File: src/rtl/alu4_pkg.sv
// Shared opcode constants for the 4-bit registered ALU.
package alu4_pkg;

    localparam logic [2:0] OP_ADD = 3'b000;
    localparam logic [2:0] OP_SUB = 3'b001;
    localparam logic [2:0] OP_AND = 3'b010;
    localparam logic [2:0] OP_OR  = 3'b011;
    localparam logic [2:0] OP_XOR = 3'b100;
    localparam logic [2:0] OP_NOT = 3'b101;
    localparam logic [2:0] OP_SHL = 3'b110;
    localparam logic [2:0] OP_SHR = 3'b111;

endpackage

File: src/rtl/alu4_core.sv
// Combinational ALU datapath: result plus carry/borrow/shift-out and overflow flags.
module alu4_core
    import alu4_pkg::*;
#(
    parameter int unsigned WIDTH = 4
) (
    input  logic [WIDTH-1:0] a,
    input  logic [WIDTH-1:0] b,
    input  logic [2:0]       sel,
    output logic [WIDTH-1:0] res,
    output logic             c,
    output logic             v
);

    // One extra bit catches the carry (ADD) or borrow (SUB) out of the MSB.
    logic [WIDTH:0] sum;
    logic [WIDTH:0] diff;

    assign sum  = {1'b0, a} + {1'b0, b};
    assign diff = {1'b0, a} - {1'b0, b};

    // Select result and flags; flags default to 0 for the logic ops.
    always_comb begin
        res = '0;
        c   = 1'b0;
        v   = 1'b0;
        unique case (sel)
            OP_ADD: begin
                res = sum[WIDTH-1:0];
                c   = sum[WIDTH];
                v   = (a[WIDTH-1] == b[WIDTH-1]) && (sum[WIDTH-1] != a[WIDTH-1]);
            end
            OP_SUB: begin
                res = diff[WIDTH-1:0];
                c   = diff[WIDTH];
                v   = (a[WIDTH-1] != b[WIDTH-1]) && (diff[WIDTH-1] != a[WIDTH-1]);
            end
            OP_AND: res = a & b;
            OP_OR:  res = a | b;
            OP_XOR: res = a ^ b;
            OP_NOT: res = ~a;
            OP_SHL: begin
                res = {a[WIDTH-2:0], 1'b0};
                c   = a[WIDTH-1];
            end
            OP_SHR: begin
                res = {1'b0, a[WIDTH-1:1]};
                c   = a[0];
            end
            default: begin
                res = '0;
            end
        endcase
    end

endmodule

File: src/rtl/alu4.sv
// Registered ALU: one result per cycle, latency 1, synchronous active-high reset.
module alu4
    import alu4_pkg::*;
#(
    parameter int unsigned WIDTH = 4
) (
    input  logic             clk,
    input  logic             rst,
    input  logic [WIDTH-1:0] a,
    input  logic [WIDTH-1:0] b,
    input  logic [2:0]       sel,
    output logic [WIDTH-1:0] out,
    output logic             c,
    output logic             z,
    output logic             v
);

    logic [WIDTH-1:0] res;
    logic             res_c;
    logic             res_v;
    logic [WIDTH-1:0] out_q;
    logic             c_q;
    logic             v_q;

    alu4_core #(
        .WIDTH(WIDTH)
    ) u_core (
        .a  (a),
        .b  (b),
        .sel(sel),
        .res(res),
        .c  (res_c),
        .v  (res_v)
    );

    // Output registers; reset wins over the in-flight result.
    always_ff @(posedge clk) begin
        if (rst) begin
            out_q <= '0;
            c_q   <= 1'b0;
            v_q   <= 1'b0;
        end else begin
            out_q <= res;
            c_q   <= res_c;
            v_q   <= res_v;
        end
    end

    assign out = out_q;
    assign c   = c_q;
    assign v   = v_q;
    // Zero flag follows the registered result, so it reads 1 after reset.
    assign z   = (out_q == '0);

endmodule

File: config.mk
export PLATFORM = sky130hd
export DESIGN_NAME = alu4
export DESIGN_NICKNAME = d
export VERILOG_FILES = /design/src/rtl/alu4_pkg.sv /design/src/rtl/alu4_core.sv /design/src/rtl/alu4.sv
export SDC_FILE = /design/constraint.sdc
export NUM_CORES = 1
export LEC_CHECK = 0
export CAP_MARGIN = 20
export CORE_MARGIN = 2
export CORE_UTILIZATION = 49
export CTS_CLUSTER_DIAMETER = 120
export DETAILED_ROUTE_END_ITERATION = 6
export PLACE_DENSITY_LB_ADDON = 0.3
export SLEW_MARGIN = 25
export SYNTH_ARGS = -nofsm -noshare
export SYNTH_HDL_FRONTEND = slang
export SYNTH_SLANG_ARGS = --single-unit
File: constraint.sdc
create_clock -name clk -period 2.4 [get_ports clk]
set_clock_uncertainty 0.15 [all_clocks]
set_input_delay 0.24 -clock clk [delete_from_list [all_inputs] [get_ports clk]]
set_output_delay 0.24 -clock clk [all_outputs]
set_load 0.01 [all_outputs]
==> impl_metrics.env <==
# physical design summary
export IMPL_clock_fmax_mhz=458
export IMPL_yosys_cells=101
export IMPL_finalCoreUtilization=0.709
export IMPL_floorplan_nets=128
export IMPL_path_class="in -> reg"
export IMPL_ant_nets=0
export IMPL_final_setup_worst_slack_ns=0.218
export IMPL_drt_pass1_iterations=4
export IMPL_worst_slew_pin_slew_ns=0.564
export IMPL_grt_pass1_vias=853
export IMPL_worstPathMaxFanout=3
export IMPL_layout_top_cells="clkdlybuf4s50_1 (19), inv_1 (14), ha_1 (12)"
export IMPL_clk_pin_slew_ns=0.04
export IMPL_critPathArrivalTime_ns=2.17
export IMPL_avgSynthCellArea_sq_um=8.26
export IMPL_cts_setup_buffers=0
export IMPL_mux_area_frac=0.0525
export IMPL_pre_cts_ws_ns=-0.0125
export IMPL_cts_resized=0
export IMPL_pwr_density_cell_nw_per_um2=360
export IMPL_fillers=123
export IMPL_core_area_sq_um=1560
export IMPL_seq_area_sq_um=120
export IMPL_tool_warnings=34
export IMPL_grt_max_degree=18
export IMPL_overflow=0
export IMPL_fin_nets=157
export IMPL_topCellsByArea="ha_1 (18%), dfxtp_1 (14%), inv_1 (6.3%), fa_1 (4.8%), nor2b_1 (4.5%)"
export IMPL_adder_share=0.228
export IMPL_slowest_stage="clkdlybuf4s50_1"
export IMPL_path_depth=7
export IMPL_ys_flops=6
export IMPL_hold_class="in -> reg"
export IMPL_final_setup_viol_count=0
export IMPL_drive_gt1_frac=0.141
export IMPL_p_leak_nw=0.498
export IMPL_synth_cell_types=40
export IMPL_dieHeight_um=45.3
export IMPL_synthSimpleGateAreaFrac=0.189
export IMPL_yosys_area_share_xor_xnor=0.0315
export IMPL_dominantRegCellSynth="dfxtp_1"
export IMPL_dp_hpwl_um=1660
export IMPL_netlist_instances=101
export IMPL_cp_required_ns=2.39
export IMPL_synth_seq_share=0.144
export IMPL_clock_path_buffers=2
export IMPL_ios=20
export IMPL_cts_root_buffer_cell="clkbuf_4"
export IMPL_yosysTopAreaCellShare=0.180
export IMPL_crit_chain="clkdlybuf4s50_1 -> ha_1 -> inv_1 -> fa_1 -> o21ai_0 -> a221o_1 -> a221oi_1"
export IMPL_status="complete, no violations"
export IMPL_fin_crit_ns=2.18
export IMPL_ir_worst_vdd_uv=171
export IMPL_route_detailed_drc=0
export IMPL_max_cap_violations=0
export IMPL_ctsHoldBuffers=0
export IMPL_yosys_area_sq_um=835
export IMPL_cts_buffers=3
export IMPL_detail_route_iter0_violations=53
export IMPL_hold_ws_ns=0.606
export IMPL_comb_area_sq_um=626
export IMPL_timing_slew_headroom=0.623
export IMPL_layout_top_cell="clkdlybuf4s50_1"
export IMPL_fp_util=0.535
export IMPL_ys_warn_count=0
export IMPL_grt_pass1_wl_um=3640
export IMPL_yosys_area_share_aoi=0.249
export IMPL_placed_area_sq_um=1080
export IMPL_syn2layout_area_growth_pct=32.5
export IMPL_drv_slew=0
export IMPL_rsz0062_at_grt="no"
export IMPL_gp_congestion=0.855
export IMPL_finalClockPeriodUsage=0.909
export IMPL_hold_viol=0
## registers in the layout, summed over array words and instances (netlist names)
| signal | count |
|---|---|
| c | 1 |
| out | 4 |
| v | 1 |
## metrics by stage
| stage | setup TNS (ns) | total power, mW |
|---|---|---|
| 2_1_floorplan | 0 | 0.224 |
| 3_3_place_gp | 0 | 0.301 |
| 3_5_place_dp | -0.0125 | 0.307 |
| 4_1_cts | 0 | 0.401 |
| 5_1_grt | 0 | 0.427 |
| 6_report | 0 | 0.399 |
## path summary, 6_finish.rpt
| kind | startpoint | end | slack (ns) |
|---|---|---|---|
| worst max-delay path | b[0] | out[1] | 0.22 |
| worst min-delay path | rst | out[2] | 0.61 |
## routing by layer
metal / share of wire / track usage
met1: 0.41 / 0.311
met2: 0.51 / 0.429
met3: 0.082 / 0.0160
met4: 0 / 0.0706
met5: 0 / 0
## cells in the mapped netlist, types with 2 or more instances
master,n
inv_1,14
ha_1,12
dfxtp_1,6
nor2_1,6
nor2b_1,6
o21ai_0,5
nand2_1,4
a21oi_1,3
a221oi_1,3
a22oi_1,2
a2bb2oi_1,2
buf_2,2
buf_6,2
fa_1,2
nand2b_1,2
nor3_1,2
nor4_1,2
o221ai_1,2
o22ai_1,2
xnor2_1,2
## layout make-up
type / instances / area share
Inverter: 14 / 0.0475
Sequential cell: 6 / 0.109
Multi-Input combinational cell: 76 / 0.566
Tap cell: 16 / 0.0181
Clock buffer: 3 / 0.0204
Timing Repair Buffer: 29 / 0.240
## logic make-up after synthesis
kind of cell,Yosys count
AOI/OAI and AO/OA,28
and+or+nand+nor,28
buffers and inverters,19
adders and majority gates,14
DFF,6
xor gates and xnor gates,3
muxes,3
## where the power goes
part           total (mW)  switching (mW)  leakage (nW)  internal [mW]
logic               0.196          0.0948         0.434          0.101
clock network      0.0907          0.0343        0.0138         0.0564
registers           0.112         0.00338        0.0497          0.108
total               0.399           0.132         0.498          0.266
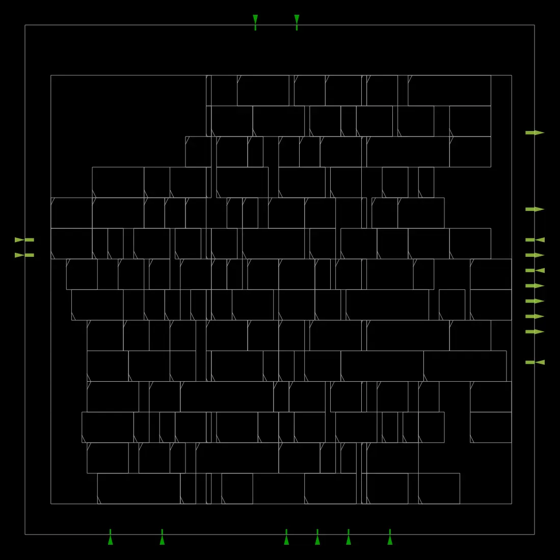
(placed standard cells)
row count: 14
sequential cell area share: 0.109

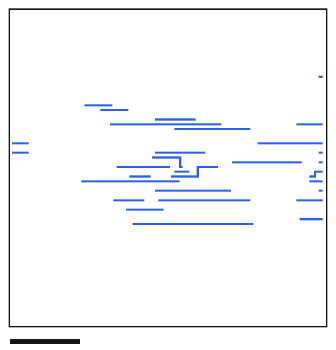
(met3 routing)
Bar = 10 um.
The wires run mostly horizontal. The longest straight run is 17.0 um.
met3 usage: 0.0160
via count: 888

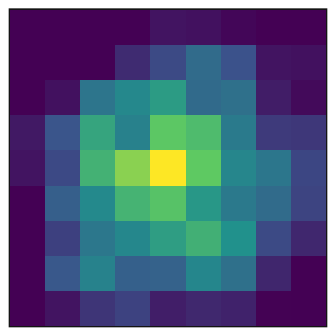
(wire density map)
The die is cut into 9 by 9 equal tiles; dark purple is low, yellow is high, scaled to the fullest tile. Values are wire area over tile area, all layers added.
The mean over all tiles is 0.17. The emptiest ninth of the die: upper left. The densest ninth of the die: centre. The fullest tile reaches 0.63. 17% of the tiles are over half the peak. 22% of the tiles are nearly empty.
overall global routing resource usage: 0.242
final WL: 2090 um
Routed wire per std cell: 14.5 um

Power figures rest on the tool's default switching activity, not on a simulated workload.
